===== config.mk =====
export PLATFORM = sky130hd
export DESIGN_NAME = lsu_subword
export DESIGN_NICKNAME = d
export VERILOG_FILES = /design/src/rtl/lsu_pkg.sv /design/src/rtl/lsu_lane.sv /design/src/rtl/lsu_subword.sv
export SDC_FILE = /design/constraint.sdc
export NUM_CORES = 1
export LEC_CHECK = 0
export CORE_MARGIN = 3
export CORE_UTILIZATION = 35
export DETAILED_ROUTE_END_ITERATION = 10
export PLACE_DENSITY = 0.64
export SYNTH_ARGS = -nofsm -noshare
export SYNTH_HDL_FRONTEND = slang
export SYNTH_SLANG_ARGS = --single-unit

===== constraint.sdc =====
create_clock -name clk -period 3.8 [get_ports clk]
set_input_delay 0.76 -clock clk [delete_from_list [all_inputs] [get_ports clk]]
set_output_delay 0.76 -clock clk [all_outputs]
set_load 0.02 [all_outputs]

===== src/rtl/lsu_pkg.sv =====
// Shared encodings for the sub-word load/store unit: access sizes, FSM state
// type and the alignment rule used by both the FSM and the lane logic.
package lsu_pkg;

  localparam logic [1:0] SZ_BYTE = 2'b00;
  localparam logic [1:0] SZ_HALF = 2'b01;
  localparam logic [1:0] SZ_WORD = 2'b10;

  typedef enum logic [2:0] {
    IDLE,
    RD,
    RMW_RD,
    WR,
    RESP
  } lsu_state_e;

  // Size 2'b11 is handled as a word access.
  function automatic logic is_misaligned(input logic [1:0] size, input logic [1:0] addr_lo);
    case (size)
      SZ_BYTE: return 1'b0;
      SZ_HALF: return addr_lo[0];
      default: return addr_lo != 2'b00;
    endcase
  endfunction

endpackage


===== src/rtl/lsu_lane.sv =====
// Combinational lane logic: little-endian extract/extend for loads and
// read-modify-write merge of the store lane(s) into the fetched word.
module lsu_lane
  import lsu_pkg::*;
(
  input  logic [1:0]  size,
  input  logic        is_unsigned,
  input  logic [1:0]  addr_lo,
  input  logic [31:0] mem_word,
  input  logic [31:0] wdata,
  output logic [31:0] load_data,
  output logic [31:0] merged
);

  function automatic logic [31:0] ext8(input logic signed [7:0] v, input logic zext);
    logic signed [31:0] s;
    s = {{24{v[7]}}, v};
    return zext ? {24'h000000, v} : s;
  endfunction

  function automatic logic [31:0] ext16(input logic signed [15:0] v, input logic zext);
    logic signed [31:0] s;
    s = {{16{v[15]}}, v};
    return zext ? {16'h0000, v} : s;
  endfunction

  logic [7:0]  byte_lane;
  logic [15:0] half_lane;

  always_comb begin
    byte_lane = mem_word[{addr_lo, 3'b000} +: 8];
    half_lane = mem_word[{addr_lo[1], 4'b0000} +: 16];
    load_data = mem_word;
    merged    = wdata;
    case (size)
      SZ_BYTE: begin
        load_data = ext8(byte_lane, is_unsigned);
        merged    = mem_word;
        merged[{addr_lo, 3'b000} +: 8] = wdata[7:0];
      end
      SZ_HALF: begin
        load_data = ext16(half_lane, is_unsigned);
        merged    = mem_word;
        merged[{addr_lo[1], 4'b0000} +: 16] = wdata[15:0];
      end
      default: ;
    endcase
  end

endmodule


===== src/rtl/lsu_subword.sv =====
// Sub-word load/store unit: byte/half/word accesses over a word-wide memory
// port, with RMW for sub-word stores. LSU_SUBWORD_TIMEOUT_EN adds an ack watchdog.
module lsu_subword
  import lsu_pkg::*;
#(
  parameter int TIMEOUT_CYCLES = 16
) (
  input  logic        clk,
  input  logic        rst_n,
  input  logic        req_i,
  input  logic        we_i,
  input  logic [1:0]  size_i,
  input  logic        unsigned_i,
  input  logic [31:0] addr_i,
  input  logic [31:0] wdata_i,
  output logic [31:0] rdata_o,
  output logic        done_o,
  output logic        busy_o,
  output logic        misalign_o,
  output logic        timeout_o,
  output logic        mem_rd_en_o,
  output logic        mem_wr_en_o,
  output logic [31:0] mem_addr_o,
  output logic [31:0] mem_data_o,
  input  logic [31:0] mem_data_i,
  input  logic        mem_ack_i
);

  lsu_state_e  state, state_nxt;
  logic [31:0] addr_q, wbuf_q, rdata_q;
  logic [1:0]  size_q;
  logic        uns_q, misalign_q;
  logic [31:0] load_data, merged;
  logic        mem_st, tmo_hit, req_mis;

  assign mem_st  = (state == RD) || (state == RMW_RD) || (state == WR);
  assign req_mis = is_misaligned(size_i, addr_i[1:0]);

  lsu_lane u_lane (
    .size        (size_q),
    .is_unsigned (uns_q),
    .addr_lo     (addr_q[1:0]),
    .mem_word    (mem_data_i),
    .wdata       (wbuf_q),
    .load_data   (load_data),
    .merged      (merged)
  );

`ifdef LSU_SUBWORD_TIMEOUT_EN
  localparam int CNT_W = (TIMEOUT_CYCLES > 1) ? $clog2(TIMEOUT_CYCLES) : 1;
  localparam logic [CNT_W-1:0] CNT_LAST = CNT_W'(TIMEOUT_CYCLES - 1);

  logic [CNT_W-1:0] tmo_cnt;
  logic             timeout_q;

  // Counts cycles spent in the current memory state; any state change restarts it.
  always_ff @(posedge clk or negedge rst_n) begin
    if (!rst_n) begin
      tmo_cnt <= '0;
    end else if (state_nxt != state) begin
      tmo_cnt <= '0;
    end else if (mem_st) begin
      tmo_cnt <= tmo_cnt + 1'b1;
    end
  end

  always_ff @(posedge clk or negedge rst_n) begin
    if (!rst_n) begin
      timeout_q <= 1'b0;
    end else if (state == IDLE && req_i) begin
      timeout_q <= 1'b0;
    end else if (tmo_hit) begin
      timeout_q <= 1'b1;
    end
  end

  assign tmo_hit   = mem_st && !mem_ack_i && (tmo_cnt == CNT_LAST);
  assign timeout_o = (state == RESP) && timeout_q;
`else
  logic unused_tmo_cfg;
  assign unused_tmo_cfg = (TIMEOUT_CYCLES != 0);
  assign tmo_hit        = 1'b0;
  assign timeout_o      = 1'b0;
`endif

  always_ff @(posedge clk or negedge rst_n) begin
    if (!rst_n) begin
      state <= IDLE;
    end else begin
      state <= state_nxt;
    end
  end

  always_comb begin
    state_nxt = state;
    case (state)
      IDLE: begin
        if (req_i) begin
          if (req_mis)        state_nxt = RESP;
          else if (!we_i)     state_nxt = RD;
          else if (size_i[1]) state_nxt = WR;
          else                state_nxt = RMW_RD;
        end
      end
      RD:      if (mem_ack_i || tmo_hit) state_nxt = RESP;
      RMW_RD: begin
        if (mem_ack_i)    state_nxt = WR;
        else if (tmo_hit) state_nxt = RESP;
      end
      WR:      if (mem_ack_i || tmo_hit) state_nxt = RESP;
      RESP:    state_nxt = IDLE;
      default: state_nxt = IDLE;
    endcase
  end

  // Request capture, load result and the merged store word.
  always_ff @(posedge clk or negedge rst_n) begin
    if (!rst_n) begin
      addr_q     <= '0;
      size_q     <= '0;
      uns_q      <= 1'b0;
      wbuf_q     <= '0;
      misalign_q <= 1'b0;
      rdata_q    <= '0;
    end else begin
      case (state)
        IDLE: begin
          if (req_i) begin
            addr_q     <= addr_i;
            size_q     <= size_i;
            uns_q      <= unsigned_i;
            wbuf_q     <= wdata_i;
            misalign_q <= req_mis;
            if (!we_i && req_mis) rdata_q <= '0;
          end
        end
        RD: begin
          if (mem_ack_i)    rdata_q <= load_data;
          else if (tmo_hit) rdata_q <= '0;
        end
        RMW_RD:  if (mem_ack_i) wbuf_q <= merged;
        default: ;
      endcase
    end
  end

  assign rdata_o     = rdata_q;
  assign done_o      = (state == RESP);
  assign busy_o      = (state != IDLE);
  assign misalign_o  = (state == RESP) && misalign_q;
  assign mem_rd_en_o = (state == RD) || (state == RMW_RD);
  assign mem_wr_en_o = (state == WR);
  assign mem_addr_o  = mem_st ? {addr_q[31:2], 2'b00} : 32'h0;
  assign mem_data_o  = (state == WR) ? wbuf_q : 32'h0;

endmodule


Run 1, cells by drive strength:
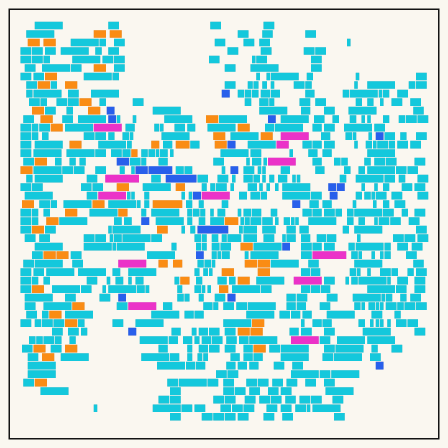
[x6 and larger] magenta | cells: 12
[x2] orange | cells: 59
[x1 and smaller] cyan | cells: 672
[x3 and x4] blue | cells: 24
Layout area overhead: 41.4%
slack of the critical path: 0.695 ns

Run 1, a small window of the routed layout:
Window x 93 to 113, y 93 to 113 um. Cells in grey, sequential cells in the stronger grey; small squares are vias.
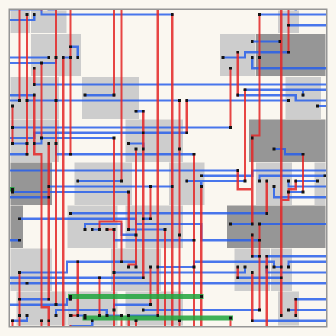
[M2] red
[M3] green
[M1] blue
netlist names of flops here include: `wbuf_q` (2)
sequential cells in the window: 2
cells with their middle in the window: 24
most frequent: mux2i_1 (4), nand2_1 (4), a211o_1 (4)

Run 1, cell area per tile:
The die is cut into 14 by 14 equal tiles; white is low, dark blue is high, 0 to 100% covered.
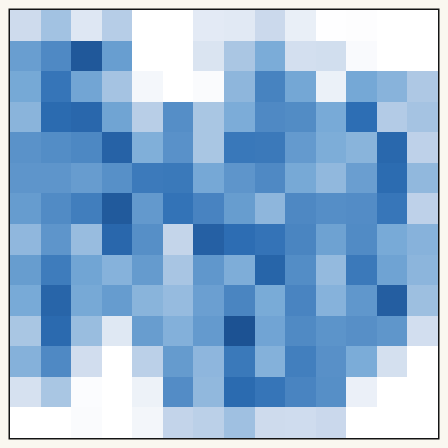
tiles over 75% full: 8.2%
fullest tile: 87%
nearly empty tiles: 12%
mean over tiles: 44%

==> ci_impl_report.md, run 1 <==
## Synthesis and layout report

| Metric | Value |
|---|---|
| RSZ-0062 raised after global routing | false |
| Max incr delay on CP | 0.61 ns |
| Mapped Area | 0.00599 sq mm |
| Crit path DAT | 2.35 ns |
| Clk_lat worst skew | 0.35 ns |
| Gate Area | 0.00308 sq mm |
| CP Class | reg2out |
| Number of library cell types mapped by synthesis | 59 |
| Tap cells | 220 |
| Mi-comb count | 408 |
| Signal buffers | 217 |
| Chip area | 0.0187 sq mm |
| Crit path cell chain | inv_1 -> nor3b_2 -> buf_4 -> and2_1 -> clkdlybuf4s50_1 |
| Initial DRC count | 427 |
| Nets@finish | 871 |
| OpenROAD warning count | 30 |
| # DRC | 0 |
| Clock sink count | 103 |
| Resize count post-CTS | 0 |
| Cell area after placement | 0.00816 sq mm |
| Nature of the critical path startpoint | register |
| CTS Buf Count | 9 |
| Wire per inst | 19.7 um |
| Avg Cell Area, Syn | 10.2 sq um |
| Cells after Synth | 587 |
| Root Buffer | clkbuf_16 |
| Flop area | 0.00258 sq mm |
| Worst-path clk slew | 0.07 ns |
| Clkbuf count | 10 |
| Leakage | 3.42 nW |
| Longest Clk Path Bufs | 2 |
| Outcome | finished, final reports clean |
| H-tree lvl count | 3 |
| FILL cells | 1560 |
| Core ar. | 0.0167 sq mm |
| Initial antenna violation count | 0 |
| Finished Layout Cells | 987 |
| Top cells excl fill/tap | 201 x clkdlybuf4s50_1, 102 x dfrtp_1, 63 x and2_1 |
| Die Span X | 137 um |
| Most numerous logic cell after layout | clkdlybuf4s50_1 |
| Registers | 103 |
| Fmax achieved | 0.322 GHz |
| Synth flops | 103 |
| Worst Max-Slew Pin Slew | 1.04 ns |
[run 1: metal layers]
metal	part of all wire, %	wire (um)	global-route usage [%]	vias up
li1	-	-	-	2501
met5	0	0	0	-
met3	8.9	1720	5.92	28
met1	42	8120	26.6	2614
met2	47	9170	33.6	247
met4	2.3	447	6.76	0
[run 1: cell families after synthesis]
kind of cell | count (synthesis) | share of synthesized area (%)
XOR/XNOR | 1 | 0.146
AND-OR/OR-AND | 160 | 21.1
AND/OR/NAND/NOR | 167 | 15.7
adder cells (fa/ha/maj) | 5 | 1.04
other | 1 | 0.0626
flip-flops | 103 | 43.0
multiplexers | 72 | 12.9
buffers and inverters | 78 | 6.01
[run 1: where the power goes]
part	switching [mW]	leakage (nW)	internal, mW
clock	0.425	0.147	0.582
combinational	1.95	2.03	1.92
sequential	0.531	1.24	1.63
[run 1: path summary, 6_finish.rpt]
kind                                           endpoint  depth (start not counted)                   start  slack (ns)
max in group asynchronous         wbuf_q[8]$_DFFE_PN0P_                          2                   rst_n        2.45
worst max-delay path                     mem_data_o[11]                          5    state[1]$_DFFE_PN0P_        0.69
worst max register to register   wbuf_q[25]$_DFFE_PN0P_                          7   addr_q[1]$_DFFE_PN0P_        1.10
min in group asynchronous       rdata_o[20]$_DFFE_PN0P_                          1                   rst_n        0.55
worst min register to register   rdata_o[1]$_DFFE_PN0P_                          1  rdata_o[1]$_DFFE_PN0P_        0.50
worst min-delay path             rdata_o[1]$_DFFE_PN0P_                          1  rdata_o[1]$_DFFE_PN0P_        0.50
[run 1: per-stage QoR]
step	utilization, %	total power [mW]
4_1_cts	50.8	7.07
3_3_place_gp	48.8	5.96
2_1_floorplan	-	4.53
6_report	50.8	7.03
5_1_grt	50.8	7.50
3_5_place_dp	48.8	6.04
[run 1: cells in the mapped netlist (2+ instances only)]
| cell type | number | area, sq um |
|---|---|---|
| a211o_1 | 16 | 140 |
| a211oi_1 | 3 | 22.5 |
| a21o_2 | 2 | 17.5 |
| a21oi_1 | 20 | 100 |
| a221o_1 | 11 | 110 |
| a221o_2 | 5 | 56.3 |
| a221oi_1 | 17 | 149 |
| a22o_1 | 8 | 70.1 |
| a2bb2oi_1 | 5 | 43.8 |
| a31oi_1 | 21 | 131 |
| a32oi_1 | 2 | 17.5 |
| and2_1 | 63 | 394 |
| buf_1 | 6 | 22.5 |
| buf_2 | 10 | 50.1 |
| buf_4 | 3 | 22.5 |
| buf_6 | 3 | 33.8 |
| clkbuf_1 | 31 | 116 |
| dfrtp_1 | 103 | 2580 |
| ha_1 | 5 | 62.6 |
| inv_1 | 23 | 86.3 |
| mux2_2 | 42 | 473 |
| mux2i_1 | 30 | 300 |
| nand2_1 | 32 | 120 |
| nand2b_1 | 2 | 12.5 |
| nand3_1 | 5 | 25.0 |
| nand4_1 | 6 | 37.5 |
| nor2_1 | 30 | 113 |
| nor2b_1 | 10 | 62.6 |
| nor3b_1 | 4 | 30.0 |
| nor4bb_1 | 3 | 30.0 |
| o211ai_1 | 7 | 52.6 |
| o21ai_0 | 14 | 70.1 |
| o22a_1 | 5 | 43.8 |
| o2bb2ai_1 | 7 | 61.3 |
| o32ai_1 | 8 | 70.1 |
| or3b_2 | 2 | 17.5 |
Run 1, cell outlines without signal wires:
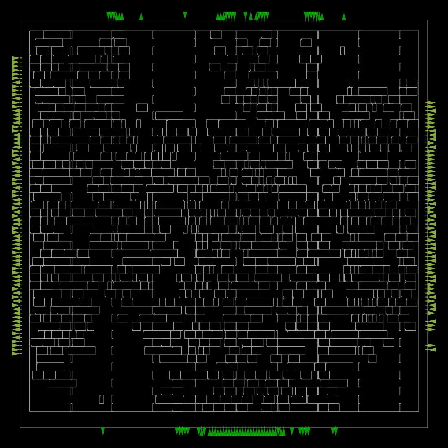

==> run 2: changes to the inputs <==
- clock period: 3.8 -> 3.2 ns (I/O delays scaled with it)
Run 2, cell outlines without signal wires:
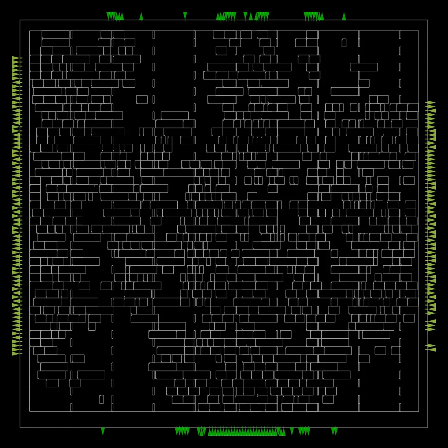
Finished Layout Cells: 990
FILL cells: 1548
Seq/total area: 30.4%
tap cells: 220

Run 2, cells by drive strength:
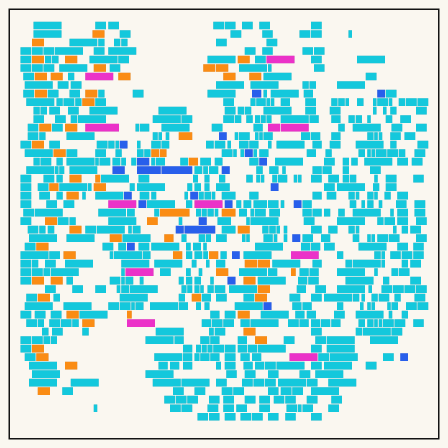
[x6 and larger] magenta | cells: 11
[x3 and x4] blue | cells: 26
[x1 and smaller] cyan | cells: 671
[x2] orange | cells: 62

==> ci_impl_report.md, run 2 <==
## Synthesis and layout report

| Metric | Value |
|---|---|
| H-tree lvl count | 3 |
| Fmax achieved | 0.335 GHz |
| Clk_lat worst skew | 0.36 ns |
| Resize count post-CTS | 0 |
| Initial DRC count | 387 |
| Dominant cell type by area after synthesis | dfrtp_1 |
| Post-layout util | 50.7% |
| CTS Buf Count | 9 |
| Outcome | finished, final reports clean |
| Layout area overhead | 41.4% |
| Synth top cell by count | dfrtp_1 |
| Crit path DAT | 2.35 ns |
| Global routing's busiest layer | met2 |
| Crit-path max FO | 33 |
| Initial antenna violation count | 0 |
| Worst-path clk slew | 0.07 ns |
| # DRC | 0 |
| Post-synth top cells | 103 x dfrtp_1, 63 x and2_1, 42 x mux2_2, 32 x nand2_1, 31 x clkbuf_1 |
| CP Class | reg2out |
| RSZ-0062 raised after global routing | false |
| Die Span X | 137 um |
| Root Buffer | clkbuf_16 |
| Top cells, area | dfrtp_1 43%, mux2_2 7.9%, and2_1 6.6%, mux2i_1 5.0%, a221oi_1 2.5% |
| Cells after Synth | 587 |
| Clock sink count | 103 |
| Number of library cell types mapped by synthesis | 59 |
| Slack of the critical path | 0.212 ns |
| Nature of the critical path startpoint | register |
| Core ar. | 0.0167 sq mm |
| Worst Max-Slew Pin Slew | 1.06 ns |
| Wire per inst | 19.9 um |
| Chip area | 0.0187 sq mm |
| OpenROAD warning count | 30 |
| Avg Cell Area, Syn | 10.2 sq um |
| GR Util met2 | 33.7% |
| Top cells excl fill/tap | 201 x clkdlybuf4s50_1, 102 x dfrtp_1, 63 x and2_1 |
## run 2: cell counts after synthesis
Identical to the previous run, type by type.
## run 2: path summary, 6_finish.rpt
path | start | end | slack [ns] | cells past startpoint
min reg2reg | rdata_o[7]$_DFFE_PN0P_ | rdata_o[7]$_DFFE_PN0P_ | 0.49 | 1
min in group clk | rdata_o[7]$_DFFE_PN0P_ | rdata_o[7]$_DFFE_PN0P_ | 0.49 | 1
min | rst_n | wbuf_q[18]$_DFFE_PN0P_ | 0.45 | 1
max in group asynchronous | rst_n | wbuf_q[21]$_DFFE_PN0P_ | 1.91 | 2
max reg2reg | addr_q[1]$_DFFE_PN0P_ | wbuf_q[28]$_DFFE_PN0P_ | 0.95 | 7
max | state[1]$_DFFE_PN0P_ | mem_data_o[7] | 0.21 | 5
## run 2: through the flow
step                hold slack (ns)  instances  area [sq um]
finish                        0.453        990          8480
global route                  0.520        990          8480
CTS                           0.498        990          8480
detailed placement            0.478        974          8180
global placement              0.469        974          8180
floorplan                     0.344        589          6000
## run 2: report_power, final
part / switching, mW / internal [mW] / leakage, nW
clock: 0.508 / 0.609 / 0.147
combinational: 2.37 / 2.28 / 2.04
sequential: 0.594 / 1.93 / 1.24
## run 2: metal layers
metal / up-vias / routed length (um) / part of all wire [%]
li1: 2506 / - / -
met1: 2549 / 8510 / 43
met2: 223 / 9010 / 46
met3: 30 / 1730 / 8.8
met4: 0 / 487 / 2.5
met5: - / 0 / 0
## run 2: cell families after synthesis
group           Yosys count  share of synthesized area, %
buf+inv                  78                          6.01
compound gates          160                          21.1
fa+ha+maj                 5                          1.04
simple gates            167                          15.7
mux                      72                          12.9
flops                   103                          43.0
other cells               1                        0.0626
xor+xnor                  1                         0.146
## run 2: final cells by class
type                            instances  area, sq um  share of cell area [%]
Sequential cell                       103         2580                    30.4
Clock inverter                          7         72.6                   0.856
Multi-Input combinational cell        408         3080                    36.4
Inverter                               23         86.3                    1.02
Clock buffer                            9          225                    2.66
Tap cell                              220          275                    3.25
Timing Repair Buffer                  220         2150                    25.4
## run 2: critical path: stages, from the launching register on
cell and delay, ns:
dfrtp_1 0.57, inv_1 0.12, nor3b_2 0.20, buf_4 0.29, and2_1 0.20, clkdlybuf4s50_1 0.61
==> run 3: changes to the inputs <==
- SKIP_LAST_GASP: not set -> 1
Run 3, cell area per tile:
The die is cut into 14 by 14 equal tiles; white is low, dark blue is high, 0 to 100% covered.
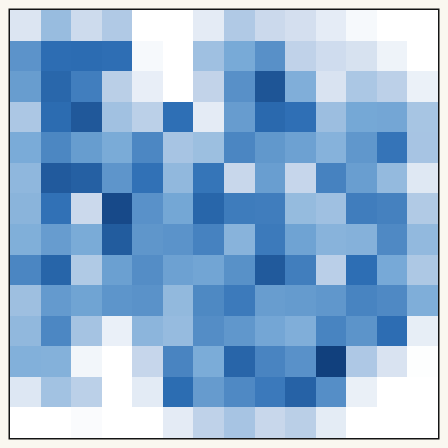
fullest tile: 94%
tiles over 75% full: 10%
mean over tiles: 44%
nearly empty tiles: 9.7%
post-layout util: 50.7%
Starting Density: 35.9%
Core ar.: 0.0167 sq mm

Run 3, a small window of the routed layout:
Window x 93 to 113, y 93 to 113 um. Cells in grey, sequential cells in the stronger grey; small squares are vias.
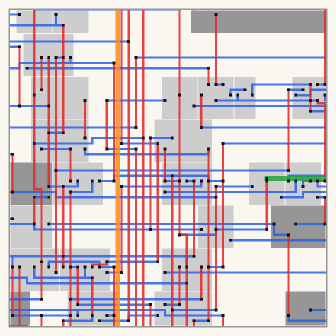
[M4] orange
[M2] red
[M3] green
[M1] blue
netlist names of flops here include: `wbuf_q` (1)
cells with their middle in the window: 21
sequential cells in the window: 1
most frequent: and2_1 (5), mux2i_1 (4), a211o_1 (4)

==> ci_impl_report.md, run 3 <==
## Synthesis and layout report

| Metric | Value |
|---|---|
| OpenROAD warning count | 30 |
| Cells after Synth | 587 |
| CTS Buf Count | 9 |
| Worst Max-Slew Pin Slew | 1.06 ns |
| RSZ-0062 raised after global routing | false |
| Initial antenna violation count | 0 |
| Fmax achieved | 0.335 GHz |
| Slowest cell on crit path | clkdlybuf4s50_1 |
| Synth flops | 103 |
| Reg2Reg Depth | 7 |
| H-tree lvl count | 3 |
| Post-synth top cells | 103 x dfrtp_1, 63 x and2_1, 42 x mux2_2, 32 x nand2_1, 31 x clkbuf_1 |
| CP Class | reg2out |
| Clock sink count | 103 |
| Post-Route M1 WL | 8.51 mm |
| Wire per inst | 19.9 um |
| Chip area | 0.0187 sq mm |
| Nature of the critical path startpoint | register |
| Nets@finish | 874 |
| Crit path cell chain | inv_1 -> nor3b_2 -> buf_4 -> and2_1 -> clkdlybuf4s50_1 |
| Layout area overhead | 41.4% |
| DR top layer | met4 |
| Mapped Area | 0.00599 sq mm |
| Cell area after placement | 0.00818 sq mm |
| Worst-path clk slew | 0.07 ns |
| Avg Cell Area, Syn | 10.2 sq um |
| Dominant cell type by area after synthesis | dfrtp_1 |
| Longest Clk Path Bufs | 2 |
| Max incr delay on CP | 0.61 ns |
| RR Endpoint | wbuf_q[28]$_DFFE_PN0P_ |
| Top cells excl fill/tap | 201 x clkdlybuf4s50_1, 102 x dfrtp_1, 63 x and2_1 |
| Outcome | finished, final reports clean |
| Clk_lat worst skew | 0.36 ns |
| R2r setup slk | 0.95 ns |
| Crit path DAT | 2.35 ns |
| Area leader share | 43.0% |
| Resize count post-CTS | 0 |
| Final Instance Area | 0.00848 sq mm |
| Initial DRC count | 387 |
| Most numerous logic cell after layout | clkdlybuf4s50_1 |
| Root Buffer | clkbuf_16 |
run 3: cell counts in the layout (fill, tap and decap cells not counted):
Identical to the previous run, type by type.
run 3: stage by stage:
step | std cells | hold WS (ns) | power, mW | worst slack (ns) | utilization, %
detailed placement | 974 | 0.478 | 7.17 | 0.464 | 49.0
finish | 990 | 0.453 | 8.30 | 0.212 | 50.7
floorplan | 589 | 0.344 | 5.38 | 0.602 | -
global route | 990 | 0.520 | 8.84 | 0.0423 | 50.7
global placement | 974 | 0.469 | 7.07 | 0.544 | 49.0
CTS | 990 | 0.498 | 8.34 | 0.195 | 50.7
run 3: power breakdown:
group | switching [mW] | total, mW | leakage, nW | internal (mW)
clock network | 0.508 | 1.12 | 0.147 | 0.609
logic | 2.37 | 4.66 | 2.04 | 2.28
registers | 0.594 | 2.53 | 1.24 | 1.93
run 3: worst register-to-register path: stages (launching register included):
cell      delay [ns]
dfrtp_2         0.53
buf_4           0.37
ha_1            0.23
nor4bb_1        0.28
buf_4           0.20
a221oi_1        0.09
a211o_1         0.31
a31oi_1         0.17
run 3: worst max-delay path by stage:
stage / slack (ns) / end / cells after the start / from
after floorplan: 0.60 / wbuf_q[25]$_DFFE_PN0P_ / 10 / addr_q[1]$_DFFE_PN0P_
after global placement: 0.54 / rdata_o[29]$_DFFE_PN0P_ / 5 / size_i[1]
after detailed placement: 0.46 / rdata_o[28]$_DFFE_PN0P_ / 5 / size_i[1]
after CTS: 0.19 / mem_data_o[10] / 5 / state[1]$_DFFE_PN0P_
after global routing: 0.04 / mem_data_o[10] / 5 / state[1]$_DFFE_PN0P_
final: 0.21 / mem_data_o[7] / 5 / state[1]$_DFFE_PN0P_
run 3: layer usage:
metal	track usage [%]	up-vias
met3	6.43	30
met4	8.09	0
met1	27.6	2549
met5	0	-
li1	-	2506
met2	33.7	223
run 3: cells by family after synthesis:
group,Yosys count,synth area share (%)
adder cells (fa/ha/maj),5,1.04
buffers and inverters,78,6.01
multiplexers,72,12.9
AND-OR/OR-AND,160,21.1
AND/OR/NAND/NOR,167,15.7
XOR/XNOR,1,0.146
flip-flops,103,43.0
other,1,0.0626
run 3: area by class of cell:
class	count	area, sq um
fillers	1548	8230
multi-input cells	408	3080
flip-flops and latches	103	2580
repair buffers	220	2150
well taps	220	275
clock buffers	9	225
inverters	23	86.3
clock inverters	7	72.6
Power figures rest on the tool's default switching activity, not on a simulated workload.
